--- config.mk ---
export PLATFORM = sky130hd
export DESIGN_NAME = btn_bounce_gen
export DESIGN_NICKNAME = d
export VERILOG_FILES = /design/src/rtl/btn_bounce_gen_pkg.sv /design/src/rtl/bounce_lfsr.sv /design/src/rtl/btn_bounce_gen.sv
export SDC_FILE = /design/constraint.sdc
export NUM_CORES = 1
export LEC_CHECK = 0
export ABC_AREA = 1
export ABC_CLOCK_PERIOD_IN_PS = 3400
export CAP_MARGIN = 10
export CORE_MARGIN = 1
export CORE_UTILIZATION = 49
export CTS_CLUSTER_SIZE = 10
export DETAILED_ROUTE_END_ITERATION = 8
export DONT_BUFFER_PORTS = 1
export PLACE_DENSITY = 0.67
export SLEW_MARGIN = 25
export SYNTH_ARGS = -nofsm -noshare
export SYNTH_HDL_FRONTEND = slang
export SYNTH_SLANG_ARGS = --single-unit
--- constraint.sdc ---
create_clock -name CLK -period 3.4 [get_ports CLK]
set_input_delay 1.02 -clock CLK [delete_from_list [all_inputs] [get_ports CLK]]
set_output_delay 1.02 -clock CLK [all_outputs]
set_load 0.01 [all_outputs]
--- src/rtl/btn_bounce_gen_pkg.sv ---
// Shared definitions for the bouncy-contact emulator: FSM states, LFSR constants, width helper.
// Latency: n/a (declarations only).
// Backpressure: n/a; the emulator is paced only by its clock enable.
package btn_bounce_gen_pkg;

    typedef enum logic {
        ST_IDLE   = 1'b0,
        ST_BOUNCE = 1'b1
    } state_t;

    // Galois feedback mask for x^16 + x^14 + x^13 + x^11 + 1 (maximal length).
    localparam logic [15:0] LFSR_TAPS    = 16'hB400;
    localparam logic [15:0] DEFAULT_SEED = 16'hACE1;

    // Number of bits needed to hold the value v (at least one bit).
    function automatic int unsigned width_for(input int unsigned v);
        int unsigned w;
        w = 1;
        for (int unsigned i = 1; i < 32; i++) begin
            if ((v >> i) != 0) begin
                w = i + 1;
            end
        end
        return w;
    endfunction

endpackage

--- src/rtl/bounce_lfsr.sv ---
// 16-bit Galois LFSR noise source with step enable and synchronous seed load.
// Latency: new value one clk after a cycle with en=1; load takes priority over en.
// Backpressure: none; holds its value whenever en=0.
//
// Ports: clk (clock), load (sync seed load, active high), en (advance one step),
//        lfsr[15:0] (current register value; bit 0 is the noise bit).
module bounce_lfsr
    import btn_bounce_gen_pkg::*;
#(
    parameter logic [15:0] SEED = DEFAULT_SEED
) (
    input  logic        clk,
    input  logic        load,
    input  logic        en,
    output logic [15:0] lfsr
);

    // An all-zero state would lock the LFSR, so a zero seed is replaced by 1.
    localparam logic [15:0] SEED_EFF = (SEED == 16'h0000) ? 16'h0001 : SEED;

    always_ff @(posedge clk) begin
        if (load) begin
            lfsr <= SEED_EFF;
        end else if (en) begin
            lfsr <= (lfsr >> 1) ^ (lfsr[0] ? LFSR_TAPS : 16'h0000);
        end
    end

endmodule

--- src/rtl/btn_bounce_gen.sv ---
// Mechanical-contact emulator: turns a clean requested level into LEN chatter samples, then settles.
// Latency: chatter starts on the first CE step after LVL_IN differs; settles LEN CE steps later.
// Backpressure: none; CE paces every register, LVL_IN is ignored while a sequence runs.
//
// Ports: CLK, RST (sync, active high), CE (clock enable), LVL_IN (clean level),
//        BTN_OUT (registered bouncy contact), BUSY (chatter in progress), DONE (1-CLK settle pulse).
// Build option: define BOUNCE_RAND_LEN_EN to add 0..2^JITTER_W-1 random CE steps of chatter
// per sequence, taken from the LFSR low bits at sequence start.
module btn_bounce_gen
    import btn_bounce_gen_pkg::*;
#(
    parameter int unsigned BOUNCE_CYCLES = 50,
    parameter logic [15:0] LFSR_SEED     = DEFAULT_SEED,
    parameter int unsigned JITTER_W      = 4
) (
    input  logic CLK,
    input  logic RST,
    input  logic CE,
    input  logic LVL_IN,
    output logic BTN_OUT,
    output logic BUSY,
    output logic DONE
);

`ifdef BOUNCE_RAND_LEN_EN
    localparam int unsigned MAX_LEN = BOUNCE_CYCLES + (32'd1 << JITTER_W) - 1;
`else
    localparam int unsigned MAX_LEN = BOUNCE_CYCLES;
    // The jitter width only matters when the random-length option is built in.
    localparam int unsigned unused_jitter_w = JITTER_W;
`endif
    localparam int unsigned CNT_W = width_for(MAX_LEN);

    state_t           state;
    logic             level;
    logic             target;
    logic [CNT_W-1:0] cnt;
    logic [CNT_W-1:0] start_cnt;
    logic [15:0]      lfsr;
    logic             lfsr_en;

    // Noise advances once per CE step spent in BOUNCE, including the settle step.
    assign lfsr_en = CE && (state == ST_BOUNCE);

    bounce_lfsr #(
        .SEED (LFSR_SEED)
    ) u_lfsr (
        .clk  (CLK),
        .load (RST),
        .en   (lfsr_en),
        .lfsr (lfsr)
    );

    // Counter load is LEN-1 so that LEN noise samples precede the settle step.
`ifdef BOUNCE_RAND_LEN_EN
    assign start_cnt = CNT_W'(BOUNCE_CYCLES - 1) + CNT_W'(lfsr[JITTER_W-1:0]);
    logic unused_lfsr_bits;
    assign unused_lfsr_bits = ^lfsr[15:JITTER_W];
`else
    assign start_cnt = CNT_W'(BOUNCE_CYCLES - 1);
    logic unused_lfsr_bits;
    assign unused_lfsr_bits = ^lfsr[15:1];
`endif

    always_ff @(posedge CLK) begin
        if (RST) begin
            state   <= ST_IDLE;
            level   <= 1'b0;
            target  <= 1'b0;
            cnt     <= '0;
            BTN_OUT <= 1'b0;
            BUSY    <= 1'b0;
            DONE    <= 1'b0;
        end else begin
            // DONE is a single-CLK pulse regardless of CE.
            DONE <= 1'b0;
            if (CE) begin
                case (state)
                    ST_IDLE: begin
                        BTN_OUT <= level;
                        if (LVL_IN != level) begin
                            target  <= LVL_IN;
                            BTN_OUT <= lfsr[0];
                            cnt     <= start_cnt;
                            state   <= ST_BOUNCE;
                            BUSY    <= 1'b1;
                        end
                    end
                    ST_BOUNCE: begin
                        if (cnt != '0) begin
                            BTN_OUT <= lfsr[0];
                            cnt     <= cnt - CNT_W'(1);
                        end else begin
                            BTN_OUT <= target;
                            level   <= target;
                            DONE    <= 1'b1;
                            state   <= ST_IDLE;
                            BUSY    <= 1'b0;
                        end
                    end
                    default: begin
                        state <= ST_IDLE;
                        BUSY  <= 1'b0;
                    end
                endcase
            end
        end
    end

endmodule

Run 1, sequential cells grouped by signal name:
Scale bar: 20 um.
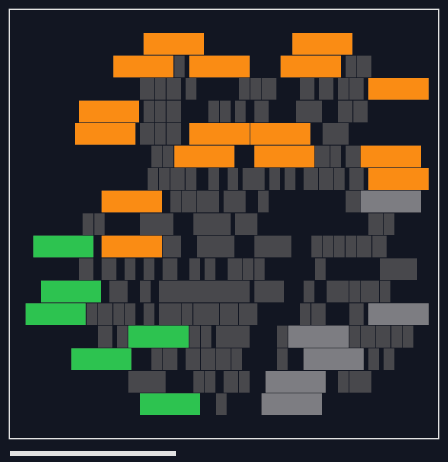
Key: green = `cnt` [flops 6, where south-west]; orange = `u_lfsr.lfsr` [flops 16]
Another 6 sequential cells are not coloured.
sequential cell area: 560.5 sq um
power in sequential cells: 0.375 mW
end-of-flow core utilization: 56.13%
register share of the cell area: 43.88%

Run 1, wiring by layer:
Only two layers are drawn.
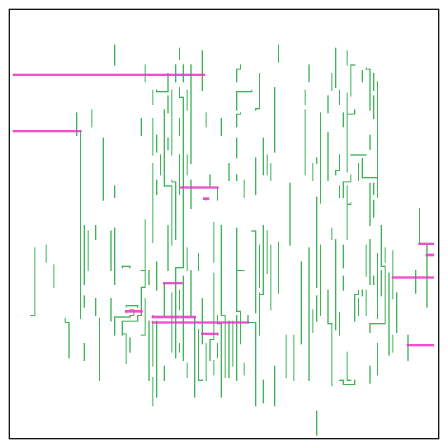
Key: green = metal 2 [wire length 898 um]; magenta = metal 3 [wire length 68.1 um]
Total Routing Usage GR: 17.36%
total number of vias: 973
Avg WL per Cell: 11.44 um
Total Routed Length: 2127 um

==> reports/qor.tcl, run 1 <==
set qor(comb_cells) 111
set qor(synth_dominant_cell_count) {sky130_fd_sc_hd__nand2_1}
set qor(htree_num_levels) 1
set qor(ys_seq_share_pct) 46.33
set qor(floorplan.initialDensity_pct) 53.16
set qor(inv_count) 15
set qor(cellPowerDensity_nw_per_um2) 550.3
set qor(netlist_instances) 159
set qor(p_comb_mw) 0.114
set qor(max_capacitance_violation_count) 0
set qor(combGateArea_sq_um) 570.5
set qor(chipArea_sq_um) 2672
set qor(timing.final.max_slew_violations) 0
set qor(synthesis.area_sq_um) 1210
set qor(first_global_vias) 834
set qor(relSlewSlack_pct) 61.36
set qor(yosys_register_bits) 28
set qor(ys_warn_count) 0
set qor(clock_cell_area_share_pct) 4.114
set qor(critPathMaxFanout) 22
set qor(max_slew.worst_pin.slew_ns) 0.5782
set qor(timing.clock.skew_ns) 0.006345
set qor(grt_start_max_net_pins) 23
set qor(topCombFamilyByArea) {simple AND/OR/NAND/NOR gates}
set qor(ys_types) 27
set qor(crit_type) {input port to flop}
set qor(clkPwrFrac_pct) 30.5
set qor(period_used_pct) 56.84
set qor(io_pins) 7
set qor(yosys.area_share.xor_xnor_pct) 2.172
set qor(number_of_cells_on_the_worst_reg_to_reg_path) 7
set qor(area_fraction_in_compound_gates_after_synthesis_pct) 14.79
set qor(worstSkewPairLatency_ns) 0.32
set qor(antenna_left) 0
set qor(firstDrtPassIters) 4
set qor(number_of_logic_stages_on_the_critical_path_including_buffering) 6
set qor(power_frac_seq_pct) 53.3
set qor(holdCritPathClass) {flop to flop}
set qor(cell_taking_the_most_area_after_synthesis) {sky130_fd_sc_hd__dfxtp_1}
set qor(final_stage_net_count) 165
set qor(drt_drc_violations_left) 0
set qor(ys_area_sq_um) 1210
set qor(synth_top_area_share_pct) 46.33
set qor(combinational_share_of_cell_area_pct) 44.66
set qor(grt_setup_unrepaired) {no}
set qor(finalSetupViolations) 0
set qor(detail_route.iter0.violations) 23
set qor(mappedNetlistNets) 165
set qor(place.port_buffers) 0
set qor(synth_top_area_cells) {sky130_fd_sc_hd__dfxtp_1 46%, sky130_fd_sc_hd__nand2_1 9.3%, sky130_fd_sc_hd__nor2_1 7.1%}
set qor(initial_antenna_violation_count) 0
set qor(regToRegStartpoint) {state}
set qor(worstPathBufferInverterCount) 1
set qor(run_status) {finished, final reports clean}
set qor(critical_path.slowest_cell) {sky130_fd_sc_hd__nand2_1}
set qor(netSwitchingFraction_pct) 26.53
set qor(critical_path_arrival_ns) 2.16
set qor(dp_cells) 182
set qor(edff_count_synth) 0
set qor(ff2ff_setup_slack_ns) 1.67
set qor(cts.path.max_buffers) 2
set qor(n_antenna_cell) 0
set qor(log.warning_count) 27
set qor(endpoint_kind) {flop}
set qor(post_drt_via_cell_ratio) 5.231
set qor(power.switching_mw) 0.1865
set qor(timing.critical_path.to) {cnt[1]}
set qor(layout-area-overhead-vs-synth_pct) 5.585
set qor(clkTransAtPathRegs_ns) 0.15
set qor(synthesized_area_per_cell_sq_um) 7.609
set qor(common_cells) {30 x sky130_fd_sc_hd__nand2_1, 28 x sky130_fd_sc_hd__dfxtp_1, 23 x sky130_fd_sc_hd__nor2_1}
set qor(final_layout_size_suffix_gt1_share_pct) 8.861
Run 1, routing congestion map:
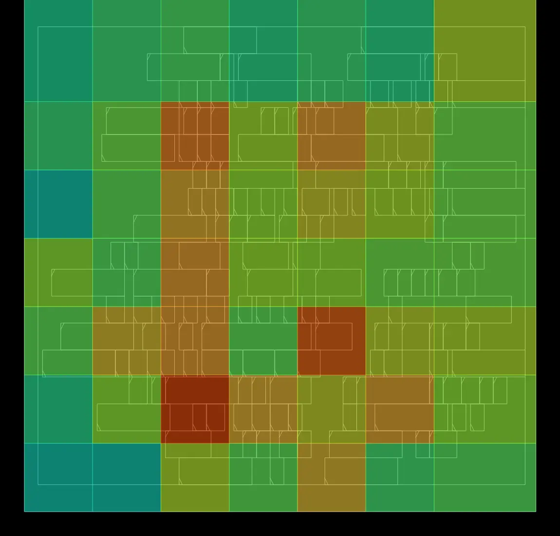
GRT met1 Usage: 23.38%
met3 usage: 3.801%
routing usage on met2: 27.49%
most congested layer reported by global routing: met2

-- run 1: per-layer routing --
metal  part of all wire, %  vias to the layer above
li1                      -                      516
met1                    53                      437
met2                    42                       16
met3                   3.2                        4
met4                   1.2                        0
met5                     0                        -
-- run 1: flip-flops by register name, summed over array words and instances (netlist names) --
| register | cells |
|---|---|
| state | 1 |
| BUSY | 1 |
| BTN_OUT | 1 |
| u_lfsr.lfsr | 16 |
| DONE | 1 |
| level | 1 |
| cnt | 6 |
| target | 1 |
-- run 1: how the worst min path moves through the flow --
stage                      endpoint  depth (start not counted)  slack, ns            start
CTS                  u_lfsr.lfsr[5]                          2       0.48   u_lfsr.lfsr[6]
finish               u_lfsr.lfsr[5]                          2       0.48   u_lfsr.lfsr[6]
global route         u_lfsr.lfsr[6]                          2       0.51   u_lfsr.lfsr[7]
detailed placement   u_lfsr.lfsr[5]                          2       0.45   u_lfsr.lfsr[6]
global placement    u_lfsr.lfsr[15]                          2       0.45  u_lfsr.lfsr[15]
floorplan            u_lfsr.lfsr[5]                          2       0.43   u_lfsr.lfsr[6]
-- run 1: metrics by stage --
stage	instance area [sq um]	utilization, %	worst slack, ns	hold WS (ns)	total power, mW
after global placement	1225	53.82	1.195	0.4479	0.4898
after detailed placement	1225	53.82	1.149	0.4467	0.4959
after CTS	1277	56.13	1.474	0.4800	0.7096
final	1277	56.13	1.468	0.4757	0.7030
after floorplan	1210	-	1.694	0.4292	0.4754
after global routing	1277	56.13	1.303	0.5076	0.7415
-- run 1: cells by family (layout without fill, tap and decap cells) --
family / after synthesis / count (layout)
AOI/OAI and AO/OA: 34 / 34
adders and majority gates: 2 / 2
buffers and inverters: 20 / 19
DFF: 28 / 28
xor gates and xnor gates: 3 / 3
and+or+nand+nor: 72 / 72
==> inputs of run 2 (changes only) <==
--- a/config.mk
+++ b/config.mk
@@ -6,7 +6,7 @@
 export NUM_CORES = 1
 export LEC_CHECK = 0
 export ABC_AREA = 1
-export ABC_CLOCK_PERIOD_IN_PS = 3400
+export ABC_CLOCK_PERIOD_IN_PS = 1950
 export CAP_MARGIN = 10
 export CORE_MARGIN = 1
 export CORE_UTILIZATION = 49
==> constraint.sdc (replaced) <==
create_clock -name CLK -period 1.95 [get_ports CLK]
set_input_delay 0.585 -clock CLK [delete_from_list [all_inputs] [get_ports CLK]]
set_output_delay 0.585 -clock CLK [all_outputs]
set_load 0.01 [all_outputs]
==> reports/qor.tcl, run 2 <==
set qor(layout_cell_area_excl_fill_sq_um) 1285 ;# +0.59%
set qor(cts_hold_buffers) 0
set qor(cts.path.max_buffers) 2 ;# unchanged
set qor(async_flop_share_pct) 0
set qor(layout-area-overhead-vs-synth_pct) 6.205
set qor(log.warning_count) 27 ;# unchanged
set qor(netlist_instances) 159 ;# unchanged
set qor(firstDrtPassIters) 4 ;# unchanged
set qor(grt_setup_unrepaired) {no}
set qor(finalWorstSetupSlack_ns) 0.5644 ;# -0.9031 ns
set qor(endpoint_kind) {flop}
set qor(relSlewSlack_pct) 70.98 ;# +9.6 points
set qor(ys_types) 27 ;# unchanged
set qor(drt_wl_total_um) 2076 ;# -2.4%
set qor(grt_start_max_net_pins) 22 ;# -4.3%
set qor(initial_antenna_violation_count) 0 ;# unchanged
set qor(worstSkewPairLatency_ns) 0.33 ;# about the same
set qor(n_antenna_cell) 0 ;# unchanged
set qor(max_capacitance_violation_count) 0 ;# unchanged
set qor(finalSetupViolations) 0 ;# unchanged
set qor(worstHoldPathCells) 1 ;# -1
set qor(critical_path_arrival_ns) 1.63 ;# -0.53 ns
set qor(timing.clock.skew_ns) 0.008123 ;# +0.001779 ns
set qor(mappedNetlistNets) 165 ;# unchanged
set qor(cell_taking_the_most_area_after_synthesis) {sky130_fd_sc_hd__dfxtp_1}
set qor(cts-buffers-inserted) 3
set qor(holdCritPathClass) {input port to flop}
set qor(edff_count_synth) 0 ;# unchanged
set qor(worstPathBufferInverterCount) 1 ;# unchanged
set qor(clkTransAtPathRegs_ns) 0.16 ;# about the same
set qor(first_global_vias) 839 ;# +0.60%
set qor(reg2reg_to) {cnt[1]}
set qor(ff2ff_setup_slack_ns) 0.56 ;# -1.11 ns
set qor(track_usage_pct) 17.47 ;# +0.10 points
set qor(clock-root-buffer) {sky130_fd_sc_hd__clkbuf_4}
set qor(ys_warn_count) 0 ;# unchanged
set qor(hold_slack_ns) 0.2964 ;# -0.1792 ns
set qor(cellPowerDensity_nw_per_um2) 957.1 ;# +74%
set qor(synthesized_area_per_cell_sq_um) 7.609 ;# unchanged
set qor(grt_first_pass_wirelength_um) 3477
set qor(final_layout_size_suffix_gt1_share_pct) 9.434 ;# +0.57 points
set qor(critical_path.top_delay_family) {simple AND/OR/NAND/NOR gates}
set qor(yosys_register_bits) 28 ;# unchanged
set qor(ys_area_sq_um) 1210 ;# unchanged
set qor(htree_num_levels) 1 ;# unchanged
set qor(timing.final.max_slew_violations) 0 ;# unchanged
set qor(synth_top_area_share_pct) 46.33 ;# unchanged
set qor(synth_top_area_cells) {sky130_fd_sc_hd__dfxtp_1 46%, sky130_fd_sc_hd__nand2_1 9.3%, sky130_fd_sc_hd__nor2_1 7.1%}
set qor(period_used_pct) 71.05
set qor(crit_required_ns) 2.19
set qor(synthesis.area_sq_um) 1210 ;# unchanged
set qor(floorplan.initialDensity_pct) 53.16 ;# unchanged
set qor(regMostFlops) {u_lfsr.lfsr}
set qor(drt_drc_violations_left) 0 ;# unchanged
set qor(post_drt_via_cell_ratio) 5.187 ;# -0.84%
set qor(regToRegStartpoint) {cnt[0]}
set qor(max_freq_mhz) 721.7
set qor(fp.dieH_um) 51.69
set qor(hold_end) {cnt[5]}
set qor(min-delay-start) {RST}
set qor(synth_dominant_cell_count) {sky130_fd_sc_hd__nand2_1}
set qor(critPathLaunch) {cnt[0]}
set qor(number_of_cells_on_the_worst_reg_to_reg_path) 7 ;# unchanged
set qor(timing.critical_path.to) {cnt[1]}
set qor(chipArea_sq_um) 2672 ;# unchanged
set qor(die-width_um) 51.69
set qor(slowest_delay_ns) 0.33
set qor(core-area_sq_um) 2276
set qor(crit_type) {flop to flop}
set qor(critical_path.slowest_cell) {sky130_fd_sc_hd__dfxtp_1}
set qor(common_cells) {30 x sky130_fd_sc_hd__nand2_1, 28 x sky130_fd_sc_hd__dfxtp_1, 23 x sky130_fd_sc_hd__nor2_1}
set qor(dpl-instance-area_sq_um) 1232 ;# +0.61%
set qor(pre_cts_ws_ns) 0.5524 ;# -0.5967 ns
set qor(final_stage_net_count) 166 ;# +0.61%
set qor(max_slew.worst_pin.slew_ns) 0.4348 ;# -0.1433 ns
set qor(prevailing_post_synth_register_cell) {sky130_fd_sc_hd__dfxtp_1}
set qor(place.gp.congestion) 0.8152
set qor(avg_wl_per_cell_um) 11.10 ;# -2.9%
set qor(antenna_left) 0 ;# unchanged
set qor(critPathMaxFanout) 8 ;# -64%
set qor(irDropWorstVdd_mv) 0.5707
set qor(ys_seq_share_pct) 46.33 ;# unchanged
set qor(largest_registers) {u_lfsr.lfsr: 16 flops, cnt: 6 flops}
set qor(run_status) {finished, final reports clean}
set qor(number_of_flip_flops_in_the_largest_register) 16 ;# unchanged
set qor(vias) 970 ;# -0.31%
set qor(number_of_logic_stages_on_the_critical_path_including_buffering) 7 ;# +1
set qor(detail_route.iter0.violations) 24 ;# +4.3%
set qor(globalRoute.totalOverflow) 0
set qor(timing.final.hold_violations) 0
set qor(most_common_cell_after_layout_fill_and_taps_aside) {sky130_fd_sc_hd__nand2_1}
## run 2: kinds of logic (layout without fill, tap and decap cells)
logic type      Yosys count  in the layout  synth area share (%)
flops                    28             28                 46.33
xor+xnor                  3              3                 2.172
simple gates             72             72                 28.13
buf+inv                  20             20                 6.515
fa+ha+maj                 2              2                 2.068
compound gates           34             34                 14.79
## run 2: area by class of cell
class	count	area (sq um)	area share, %
Tap cell	28	35.03	2.726
Clock buffer	3	22.52	1.753
Timing Repair Buffer	1	7.507	0.5842
Multi-Input combinational cell	111	570.5	44.40
Inverter	15	58.81	4.576
Sequential cell	28	560.5	43.62
Clock inverter	1	30.03	2.337
## run 2: power by group
part           leakage, nW  switching [mW]  internal, mW
Sequential           0.230          0.0359         0.616
Clock               0.0279           0.173         0.208
Combinational        0.283           0.119        0.0777
## run 2: through the flow
stage,instances,total power [mW]
after floorplan,159,0.8289
after global placement,183,0.8550
after detailed placement,183,0.8604
after CTS,187,1.240
after global routing,187,1.299
final,187,1.230
## run 2: worst reg2reg max path, delay by kind of cell, from the launching register on
kind | cells | cell delay (ns)
AND/OR/NAND/NOR | 4 | 0.38
flip-flops | 1 | 0.33
adder cells (fa/ha/maj) | 1 | 0.25
buffers and inverters | 1 | 0.18
AND-OR/OR-AND | 1 | 0.17
## run 2: metal layers
metal / share of wire, % / track usage (%) / vias to the layer above
met4: 0.82 / 6.757 / 0
met2: 41 / 27.06 / 15
li1: - / - / 523
met3: 3.0 / 3.216 / 2
met5: 0 / 0 / -
met1: 55 / 23.84 / 430
Run 2, wires at chosen ports, followed through buffers:
Scale bar: 20 um.
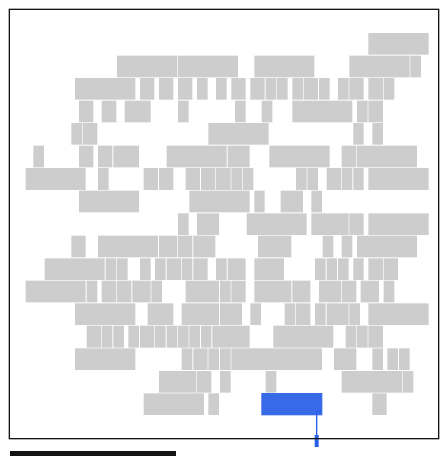
Key: blue = `DONE` [bits 1, direction output, edge south, end cells 1, buffers 0, wire 3.40 um]
total I/O pin count: 7
count of buffers inserted at the top-level ports: 0

Run 2, sequential cells grouped by signal name:
Scale bar: 20 um.
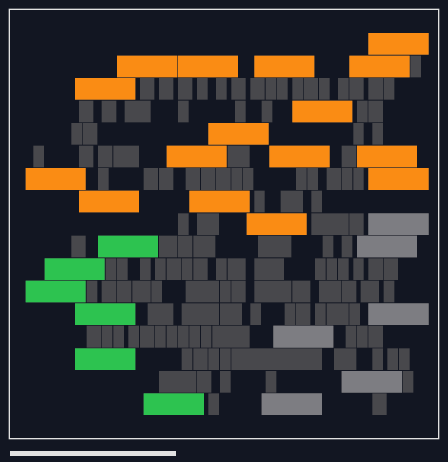
Key: orange = `u_lfsr.lfsr` [flops 16]; green = `cnt` [flops 6]
Another 6 sequential cells are not coloured.
end-of-flow core utilization: 56.46%
register share of the cell area: 43.62%
power in sequential cells: 0.652 mW

==> inputs of run 3 (changes only) <==
--- a/config.mk
+++ b/config.mk
@@ -6,7 +6,7 @@
 export NUM_CORES = 1
 export LEC_CHECK = 0
 export ABC_AREA = 1
-export ABC_CLOCK_PERIOD_IN_PS = 1950
+export ABC_CLOCK_PERIOD_IN_PS = 1400
 export CAP_MARGIN = 10
 export CORE_MARGIN = 1
 export CORE_UTILIZATION = 49
==> constraint.sdc (replaced) <==
create_clock -name CLK -period 1.4 [get_ports CLK]
set_input_delay 0.42 -clock CLK [delete_from_list [all_inputs] [get_ports CLK]]
set_output_delay 0.42 -clock CLK [all_outputs]
set_load 0.01 [all_outputs]
==> reports/qor.tcl, run 3 <==
set qor(leakage_nw) 0.5504
set qor(globalRoute.totalOverflow) 0 ;# unchanged
set qor(critical_path.top_delay_family) {simple AND/OR/NAND/NOR gates}
set qor(place.gp.congestion) 0.9704 ;# +19%
set qor(grt_most_used_layer) {met2}
set qor(htree_num_levels) 1 ;# unchanged
set qor(layout-area-overhead-vs-synth_pct) 7.446
set qor(finalSetupViolations) 0 ;# unchanged
set qor(n_antenna_cell) 0 ;# unchanged
set qor(clock-root-buffer) {sky130_fd_sc_hd__clkbuf_4}
set qor(post_cts_resized) 0
set qor(multiplexer_area_fraction_after_synthesis_pct) 0 ;# unchanged
set qor(number_of_flip_flops_in_the_largest_register) 16 ;# unchanged
set qor(io_pins) 7 ;# unchanged
set qor(drt_drc_violations_left) 0 ;# unchanged
set qor(prevailing_post_synth_register_cell) {sky130_fd_sc_hd__dfxtp_1}
set qor(most_common_cell_after_layout_fill_and_taps_aside) {sky130_fd_sc_hd__nand2_1}
set qor(area_fraction_in_compound_gates_after_synthesis_pct) 14.79 ;# unchanged
set qor(tritoncts) {built}
set qor(timing.final.hold_violations) 0 ;# unchanged
set qor(grt_setup_unrepaired) {no}
set qor(adder_share_pct) 2.068 ;# unchanged
set qor(grt_met1_usage_pct) 25.05 ;# +1.2 points
set qor(finalWorstPathRequiredPeriod_ns) 1.256
set qor(timing.final.max_slew_violations) 0 ;# unchanged
set qor(final_stage_net_count) 168 ;# +1.2%
set qor(async_flop_share_pct) 0 ;# unchanged
set qor(detail_route.iter0.violations) 26 ;# +8.3%
set qor(clock_sinks) 28
set qor(yosys.area_share.xor_xnor_pct) 2.172 ;# unchanged
set qor(worstPathBufferInverterCount) 1 ;# unchanged
set qor(topCombFamilyByArea) {simple AND/OR/NAND/NOR gates}
set qor(edff_count_synth) 0 ;# unchanged
set qor(common_cells) {30 x sky130_fd_sc_hd__nand2_1, 28 x sky130_fd_sc_hd__dfxtp_1, 23 x sky130_fd_sc_hd__nor2_1}
set qor(ys_area_sq_um) 1210 ;# unchanged
set qor(crit_type) {flop to flop}
set qor(max_slew.worst_pin.slew_ns) 0.3971 ;# -0.03777 ns
set qor(timing.clock.skew_ns) 0.005727 ;# -0.002396 ns
set qor(core-area_sq_um) 2276 ;# unchanged
set qor(ys_types) 27 ;# unchanged
set qor(met3_usage_pct) 3.801 ;# +0.58 points
set qor(antenna_left) 0 ;# unchanged
set qor(cts.path.max_buffers) 2 ;# unchanged
set qor(min-delay-start) {RST}
set qor(die-width_um) 51.69 ;# unchanged
set qor(first_global_vias) 852 ;# +1.5%
set qor(post_drt_via_cell_ratio) 5.265 ;# +1.5%
set qor(cts-buffers-inserted) 3 ;# unchanged
set qor(mappedNetlistNets) 165 ;# unchanged
set qor(grt_start_max_net_pins) 22 ;# unchanged
set qor(irDropWorstVdd_mv) 0.6840 ;# +20%
set qor(ys_warn_count) 0 ;# unchanged
set qor(hold_slack_ns) 0.1406 ;# -0.1559 ns
set qor(critPathMaxFanout) 7 ;# -1
set qor(firstDrtPassIters) 4 ;# unchanged
set qor(cellPowerDensity_nw_per_um2) 1323 ;# +38%
set qor(yosys_register_bits) 28 ;# unchanged
set qor(setup_total_neg_slack_ns) 0
set qor(final_layout_size_suffix_gt1_share_pct) 10.56 ;# +1.1 points
set qor(ys_seq_share_pct) 46.33 ;# unchanged
set qor(critPathLaunch) {cnt[1]}
set qor(endpoint_kind) {flop}
set qor(fp.dieH_um) 51.69 ;# unchanged
set qor(synth_top_area_cells) {sky130_fd_sc_hd__dfxtp_1 46%, sky130_fd_sc_hd__nand2_1 9.3%, sky130_fd_sc_hd__nor2_1 7.1%}
set qor(chipArea_sq_um) 2672 ;# unchanged
set qor(holdCritPathClass) {input port to flop}
set qor(critical_path_arrival_ns) 1.49 ;# -0.14 ns
set qor(crit_required_ns) 1.63 ;# -0.56 ns
set qor(max_freq_mhz) 796.0 ;# +10%
set qor(synth_top_area_share_pct) 46.33 ;# unchanged
set qor(clkTransAtPathRegs_ns) 0.14 ;# -0.02 ns
set qor(slowest_delay_ns) 0.40 ;# +0.07 ns
set qor(ys_cells) 159
set qor(log.warning_count) 27 ;# unchanged
set qor(synth_dominant_cell_count) {sky130_fd_sc_hd__nand2_1}
set qor(netlist_instances) 159 ;# unchanged
set qor(floorplan.initialDensity_pct) 53.16 ;# unchanged
set qor(cp_cell_sequence) {inv_1 > ha_1 > nand3_2 > nand2_2 > nand2_4 > nand2_1 > nor3b_2}
set qor(grt_first_pass_wirelength_um) 3698 ;# +6.4%
set qor(cell_taking_the_most_area_after_synthesis) {sky130_fd_sc_hd__dfxtp_1}
set qor(run_status) {finished, final reports clean}
set qor(synthesized_area_per_cell_sq_um) 7.609 ;# unchanged
set qor(most-common-layout-cells) {30 x sky130_fd_sc_hd__nand2_1, 28 x sky130_fd_sc_hd__dfxtp_1, 23 x sky130_fd_sc_hd__nor2_1}
set qor(relSlewSlack_pct) 73.50 ;# +2.5 points
set qor(num_rows) 17
set qor(simple_gate_area_share_pct) 28.13 ;# unchanged
set qor(track_usage_pct) 18.36 ;# +0.89 points
set qor(ff2ff_setup_slack_ns) 0.14 ;# -0.42 ns
set qor(cts_setup_buffers) 0
set qor(regToRegStartpoint) {cnt[1]}
set qor(regMostFlops) {u_lfsr.lfsr}
set qor(initial_antenna_violation_count) 0 ;# unchanged
set qor(cts_hold_buffers) 0 ;# unchanged
set qor(largest_registers) {u_lfsr.lfsr: 16 flops, cnt: 6 flops}
set qor(gr-usage-met2_pct) 29.00 ;# +1.9 points
set qor(period_used_pct) 89.73 ;# +19 points
set qor(synthesis.area_sq_um) 1210 ;# unchanged
set qor(place.port_buffers) 0 ;# unchanged
set qor(post-dp-hpwl_um) 1534
set qor(max_capacitance_violation_count) 0 ;# unchanged
set qor(start_kind) {flop}
set qor(critical_path.slowest_cell) {sky130_fd_sc_hd__dfxtp_1}
set qor(worstSkewPairLatency_ns) 0.32 ;# about the same
[run 3: through the flow]
| step | power (mW) | cells | area, sq um | setup slack, ns | util (%) |
|---|---|---|---|---|---|
| after floorplan | 1.155 | 159 | 1210 | 0.1936 | - |
| after global placement | 1.200 | 185 | 1247 | 0.1798 | 54.81 |
| after detailed placement | 1.212 | 185 | 1247 | 0.1607 | 54.81 |
| after CTS | 1.735 | 189 | 1300 | 0.1484 | 57.12 |
| after global routing | 1.811 | 189 | 1300 | 0.03598 | 57.12 |
| final | 1.720 | 189 | 1300 | 0.1437 | 57.12 |
[run 3: metal layers]
metal  vias up  share of wire [%]
met3         2                3.4
met1       451                 52
li1        523                  -
met5         -                  0
met2        19                 44
met4         0               0.65
[run 3: cell families (layout without fill, tap and decap cells)]
| kind of cell | after synthesis | in the layout |
|---|---|---|
| AND-OR/OR-AND | 34 | 34 |
| adder cells (fa/ha/maj) | 2 | 2 |
| AND/OR/NAND/NOR | 72 | 72 |
| XOR/XNOR | 3 | 3 |
| buffers and inverters | 20 | 22 |
| flip-flops | 28 | 28 |
[run 3: power by group]
group          internal, mW  switching, mW
clock network         0.289          0.233
registers             0.859         0.0535
logic                 0.115          0.170
total                  1.26          0.457
[run 3: area by class of cell]
type	instances	area, sq um
Clock buffer	3	22.52
Clock inverter	1	30.03
Fill cell	214	975.9
Inverter	15	58.81
Multi-Input combinational cell	111	570.5
Sequential cell	28	560.5
Tap cell	28	35.03
Timing Repair Buffer	3	22.52
[run 3: path summary, 6_finish.rpt]
| kind | end | cells after the start |
|---|---|---|
| setup reg to reg | cnt[3] | 7 |
| setup / recovery | cnt[3] | 7 |
| hold reg to reg | u_lfsr.lfsr[5] | 2 |
| hold / removal | cnt[3] | 1 |
Run 3, wiring by layer:
Only two layers are drawn.
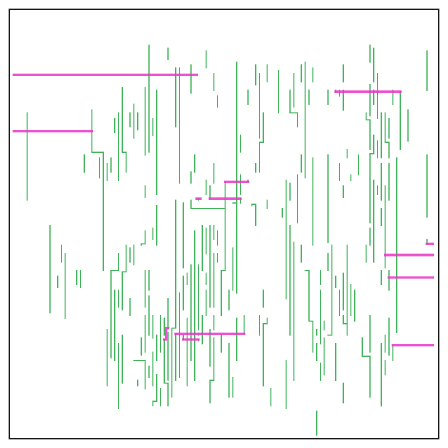
Key: magenta = metal 3 [wire length 74.5 um]; green = metal 2 [wire length 955 um]
total number of vias: 995
Avg WL per Cell: 11.45 um
Total Routed Length: 2164 um

Run 3, sequential cells grouped by signal name:
Scale bar: 20 um.
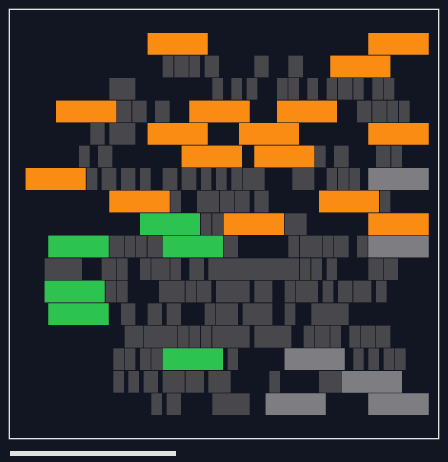
Key: orange = `u_lfsr.lfsr` [flops 16]; green = `cnt` [flops 6, where west]
Another 6 sequential cells are not coloured.
power in sequential cells: 0.912 mW
register share of the cell area: 43.12%
end-of-flow core utilization: 57.12%

Power figures rest on the tool's default switching activity, not on a simulated workload.
